File: src/rtl/tri_rlmreg_pipe_p_pkg.sv
// Shared types and helpers for the tri_rlmreg_pipe_p staging pipeline.
// The cycle mode encodes the reset > scan > flush > flow ordering in one place.
package tri_rlmreg_pipe_p_pkg;

    typedef enum logic [2:0] {
        MODE_HOLD,
        MODE_RESET,
        MODE_SCAN,
        MODE_FLUSH,
        MODE_FLOW
    } pipe_mode_e;

    // Only the low 31 bits of INIT are meaningful as a reset pattern.
    localparam logic [31:0] INIT_LS_MASK = 32'h7FFF_FFFF;

    function automatic pipe_mode_e mode_decode(
        input logic rst_b,
        input logic scan_gate,
        input logic thold_b,
        input logic act_any,
        input logic flush
    );
        pipe_mode_e mode;
        if (!rst_b) begin
            mode = MODE_RESET;
        end else if (scan_gate && thold_b) begin
            mode = MODE_SCAN;
        end else if (scan_gate || !thold_b || !act_any) begin
            mode = MODE_HOLD;
        end else if (flush) begin
            mode = MODE_FLUSH;
        end else begin
            mode = MODE_FLOW;
        end
        return mode;
    endfunction

    function automatic logic [31:0] init_ls(input int init_val);
        return 32'(init_val) & INIT_LS_MASK;
    endfunction

endpackage

File: src/rtl/tri_rlmreg_pipe_p_stg.sv
// One pipeline stage: a valid bit plus a WIDTH-bit data register holding the raw
// (possibly inverted) value. Priority: reset > scan shift > load > clear > hold.
module tri_rlmreg_pipe_stg
    import tri_rlmreg_pipe_p_pkg::*;
#(
    parameter int   WIDTH  = 4,
    parameter int   OFFSET = 0,
    parameter int   INIT   = 0,
    parameter logic IBUF   = 1'b0
) (
    input  logic                         nclk,
    input  logic                         sreset_b,
    input  logic                         i_shift,
    input  logic                         i_scan_in,
    input  logic                         i_load,
    input  logic                         i_clr,
    input  logic [OFFSET:OFFSET+WIDTH-1] i_data,
    output logic                         o_val,
    output logic [OFFSET:OFFSET+WIDTH-1] o_data,
    output logic                         o_scan_out
);

    localparam logic [WIDTH-1:0] INIT_VIS = WIDTH'(init_ls(INIT));
    localparam logic [WIDTH-1:0] INIT_RAW = INIT_VIS ^ {WIDTH{IBUF}};

    logic                         r_val;
    logic [OFFSET:OFFSET+WIDTH-1] r_data;

    always_ff @(posedge nclk) begin
        if (!sreset_b) begin
            r_val  <= 1'b0;
            r_data <= INIT_RAW;
        end else if (i_shift) begin
            // Scan order inside a stage: val first, then data from OFFSET upward.
            r_val          <= i_scan_in;
            r_data[OFFSET] <= r_val;
            for (int j = 1; j < WIDTH; j++) begin
                r_data[OFFSET+j] <= r_data[OFFSET+j-1];
            end
        end else if (i_load) begin
            r_val  <= 1'b1;
            r_data <= i_data;
        end else if (i_clr) begin
            r_val  <= 1'b0;
        end
    end

    assign o_val      = r_val;
    assign o_data     = r_data;
    assign o_scan_out = r_data[OFFSET+WIDTH-1];

endmodule

File: src/rtl/tri_rlmreg_pipe_p.sv
// DEPTH-stage elastic staging pipeline with valid/ready flow, bubble collapse,
// flush, act/force_t/thold_b gating and a serial scan chain through every stored bit.
module tri_rlmreg_pipe_p
    import tri_rlmreg_pipe_p_pkg::*;
#(
    parameter int   WIDTH  = 4,
    parameter int   DEPTH  = 2,
    parameter int   OFFSET = 0,
    parameter int   INIT   = 0,
    parameter logic IBUF   = 1'b0
) (
    input  logic                         nclk,
    input  logic                         sreset_b,
    inout  wire                          vd,
    inout  wire                          gd,
    input  logic                         act,
    input  logic                         force_t,
    input  logic                         thold_b,
    input  logic                         sg,
    input  logic                         scin,
    output logic                         scout,
    input  logic [OFFSET:OFFSET+WIDTH-1] din,
    input  logic                         din_val,
    output logic                         din_rdy,
    output logic [OFFSET:OFFSET+WIDTH-1] dout,
    output logic                         dout_val,
    input  logic                         dout_rdy,
    input  logic                         flush
);

    localparam logic [OFFSET:OFFSET+WIDTH-1] IBUF_MASK = {WIDTH{IBUF}};

    pipe_mode_e                   w_mode;
    logic                         w_en;
    logic                         w_shift;
    logic                         w_flow;
    logic                         w_flush;
    logic                         w_free0;
    logic [DEPTH-1:0]             w_val;
    logic [DEPTH-1:0]             w_mv;
    logic [DEPTH-1:0]             w_scan;
    logic [OFFSET:OFFSET+WIDTH-1] w_data [DEPTH];
    logic                         w_unused_pwr;

    assign w_unused_pwr = vd ^ gd;

    assign w_en    = (act | force_t) & thold_b & ~sg;
    assign w_mode  = mode_decode(sreset_b, sg, thold_b, act | force_t, flush);
    assign w_shift = (w_mode == MODE_SCAN);
    assign w_flow  = (w_mode == MODE_FLOW);
    assign w_flush = (w_mode == MODE_FLUSH);

    // Ready ripples from the consumer back to stage 0 in one cycle, so a full
    // pipe still accepts when the head is leaving.
    always_comb begin : p_ready_chain
        logic v_rdy;
        v_rdy = dout_rdy;
        w_mv  = '0;
        for (int k = DEPTH - 1; k >= 0; k--) begin
            w_mv[k] = w_val[k] & v_rdy;
            v_rdy   = ~w_val[k] | v_rdy;
        end
        w_free0 = v_rdy;
    end

    assign din_rdy = w_en & ~flush & w_free0;

    genvar gi;
    generate
        for (gi = 0; gi < DEPTH; gi++) begin : g_stage
            logic [OFFSET:OFFSET+WIDTH-1] w_din;
            logic                         w_sin;
            logic                         w_ld;

            if (gi == 0) begin : g_head
                assign w_din = din ^ IBUF_MASK;
                assign w_sin = scin;
                assign w_ld  = w_flow & din_val & w_free0;
            end else begin : g_body
                assign w_din = w_data[gi-1];
                assign w_sin = w_scan[gi-1];
                assign w_ld  = w_flow & w_mv[gi-1];
            end

            // A stage emptied by a move keeps its data; a refill in the same
            // cycle wins over the clear inside the stage.
            tri_rlmreg_pipe_stg #(
                .WIDTH  (WIDTH),
                .OFFSET (OFFSET),
                .INIT   (INIT),
                .IBUF   (IBUF)
            ) u_stg (
                .nclk       (nclk),
                .sreset_b   (sreset_b),
                .i_shift    (w_shift),
                .i_scan_in  (w_sin),
                .i_load     (w_ld),
                .i_clr      (w_flush | (w_flow & w_mv[gi])),
                .i_data     (w_din),
                .o_val      (w_val[gi]),
                .o_data     (w_data[gi]),
                .o_scan_out (w_scan[gi])
            );
        end
    endgenerate

    assign dout     = w_data[DEPTH-1] ^ IBUF_MASK;
    assign dout_val = w_val[DEPTH-1];
    assign scout    = w_scan[DEPTH-1];

endmodule

File: config.mk
export PLATFORM = sky130hd
export DESIGN_NAME = tri_rlmreg_pipe_p
export DESIGN_NICKNAME = d
export VERILOG_FILES = /design/src/rtl/tri_rlmreg_pipe_p_pkg.sv /design/src/rtl/tri_rlmreg_pipe_p_stg.sv /design/src/rtl/tri_rlmreg_pipe_p.sv
export SDC_FILE = /design/constraint.sdc
export NUM_CORES = 1
export LEC_CHECK = 0
export ABC_AREA = 1
export CAP_MARGIN = 20
export CORE_MARGIN = 5
export CORE_UTILIZATION = 42
export DETAILED_ROUTE_END_ITERATION = 8
export GPL_TIMING_DRIVEN = 0
export PLACE_DENSITY = 0.8
export SETUP_SLACK_MARGIN = 0.3
export SLEW_MARGIN = 25
export SYNTH_ARGS = -nofsm -noshare
export SYNTH_HDL_FRONTEND = slang
export SYNTH_SLANG_ARGS = --single-unit
File: constraint.sdc
create_clock -name nclk -period 1.35 [get_ports nclk]
set_input_delay 0.3375 -clock nclk [delete_from_list [all_inputs] [get_ports nclk]]
set_output_delay 0.3375 -clock nclk [all_outputs]
set_load 0.1 [all_outputs]
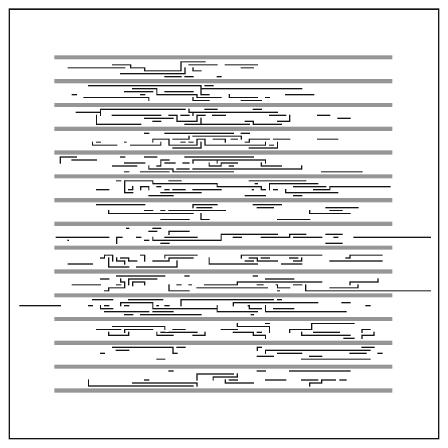
(images/met1.png)
Supply wires on this layer in grey.
- longest straight run: 14.3 um
- wire length on this layer: 862 um
- main direction: horizontal
- share of all routed wire: 43%
detailed-route via count: 764
overall routed net length: 2030 um
met1 usage in global routing: 0.212

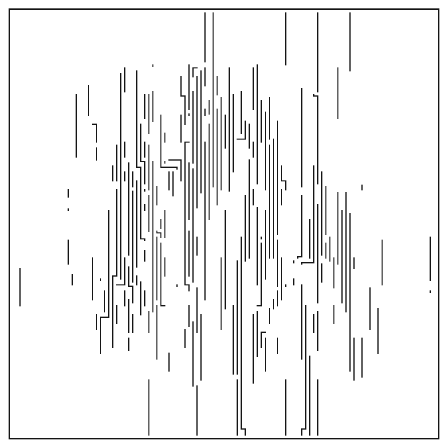
(images/met2.png)
- wire length on this layer: 1,010 um
- nets with wire on the layer: 126

==> results.rst <==
Run summary
-----------

.. list-table::
   :header-rows: 1

   * - Metric
     - Value
   * - Result of the run
     - finished, violations left
   * - Failing checks
     - setup timing
   * - Count of fill cells added during filler insertion
     - 92
   * - Number of synthesized flops with an enable pin
     - 0
   * - Category of the worst setup path launch point
     - flip-flop
   * - Register bit count reported by yosys
     - 10
   * - Period utilisation layout
     - 1.09
   * - And-or/or-and share of the synthesized area
     - 0.139
   * - Register area share after synthesis
     - 0.314
   * - H-tree lvl count
     - 1
   * - Critical-path top delay cell
     - sky130_fd_sc_hd__dfxtp_2
   * - Die boundary height
     - 48.9 um
   * - Area grow syn2layout
     - 86.1%
   * - Min setup slack post-route
     - -120 ps
   * - Number of CTS-inserted buffers
     - 3
   * - Total combinational power
     - 0.238 mW
   * - Most frequently placed logic cells in the final layout
     - sky130_fd_sc_hd__nand2_1 (15), sky130_fd_sc_hd__inv_1 (9), sky130_fd_sc_hd__nand3_1 (9), sky130_fd_sc_hd__nor2_1 (9)
   * - Clk pwr share
     - 0.347
   * - Yosys stat chip area
     - 637 um^2
   * - Worst hold start
     - sreset_b
   * - Starting density of the core
     - 0.433
   * - WHS Endpoint
     - g_stage[1].u_stg.o_data[1]$_SDFFE_PN0P_
   * - Shortest clock period the worst path allows after layout
     - 1470 ps
   * - Total global routing overflow
     - 0
   * - R2R setup slack
     - 190 ps
   * - Maximum vdd ir drop
     - 748 uV
   * - Final count of hold timing violations
     - 0
   * - Iteration count of the initial detailed-routing pass
     - 4
   * - Number of buffer and inverter stages on the critical path
     - 1
   * - Cell internal power dissipation
     - 0.574 mW
   * - Worst rel slew slack
     - 0.826
   * - Clk. pwr
     - 0.293 mW
   * - Via count of the first global-routing pass
     - 752
   * - Required @ worst endpoint
     - around 1000 ps
   * - Top comb family, area
     - simple AND/OR/NAND/NOR gates
   * - Unrepaired setup endpoints after global routing
     - yes
   * - Detail-routed via count per cell
     - 5.23
   * - Main power group
     - sequential cells
   * - Fraction of synthesized area in multiplexers
     - 0
   * - Power density over the cells
     - 712 nW/um^2
   * - Switching share of power
     - 0.320
   * - Total of endpoints with negative setup slack in the final report
     - 1
   * - Routed len/inst
     - 13.9 um
   * - Worst path depth
     - 3
   * - Critical path class
     - reg -> out
   * - Number of nets produced by synthesis
     - 110
   * - Endpoints left unconstrained
     - 2
   * - Clock sink count
     - 10
   * - Number of hold buffers added after CTS
     - 0
   * - Slew at the pin with the worst max-slew slack
     - between 200 and 300 ps
   * - Number of maximum-capacitance constraint violations
     - 0
   * - Xor/xnor cell area share of the yosys netlist
     - 0
[sequential cells by signal, indices dropped and copies added, names as in the netlist]
register,cells
g_stage.u_stg.o_data,8
g_stage.u_stg.o_val,2
[cells in the mapped netlist (2+ instances only)]
cell	number	area share
sky130_fd_sc_hd__o21ai_1	2	0.016
sky130_fd_sc_hd__nand3_1	11	0.086
sky130_fd_sc_hd__nand2_2	2	0.020
sky130_fd_sc_hd__o21ai_0	8	0.063
sky130_fd_sc_hd__a21oi_1	6	0.047
sky130_fd_sc_hd__inv_1	11	0.065
sky130_fd_sc_hd__dfxtp_1	10	0.31
sky130_fd_sc_hd__nand2_1	20	0.12
sky130_fd_sc_hd__nor2_1	9	0.053
sky130_fd_sc_hd__inv_2	2	0.012
[cell type report]
cell class	count	area, um^2	area share
Multi-Input combinational cell	68	448	0.378
Timing Repair Buffer	31	363	0.306
Sequential cell	10	213	0.180
Inverter	14	62.6	0.0528
Buffer	3	42.5	0.0359
Clock buffer	4	36.3	0.0306
Tap cell	16	20.0	0.0169
[routing by layer]
metal / wire, um / track usage / up-vias
met2: 1010 / 0.311 / 25
met3: 99 / 0.0245 / 7
met1: 861 / 0.212 / 361
li1: - / - / 371
met5: 0 / 0 / -
met4: 53 / 0.0897 / 0
[through the flow]
| step | total power [mW] | worst slack [ps] | hold slack (ps) | utilization | cell area [um^2] |
|---|---|---|---|---|---|
| 5_1_grt | 0.877 | -151 | 555 | 0.805 | 1180 |
| 3_5_place_dp | 0.504 | -1420 | 483 | 0.617 | 908 |
| 3_3_place_gp | 0.500 | -1400 | 482 | 0.617 | 908 |
| 2_1_floorplan | 0.437 | -384 | 491 | - | 688 |
| 6_report | 0.844 | -120 | 529 | 0.805 | 1180 |
| 4_1_cts | 0.826 | -109 | 522 | 0.782 | 1150 |
Power figures rest on the tool's default switching activity, not on a simulated workload.
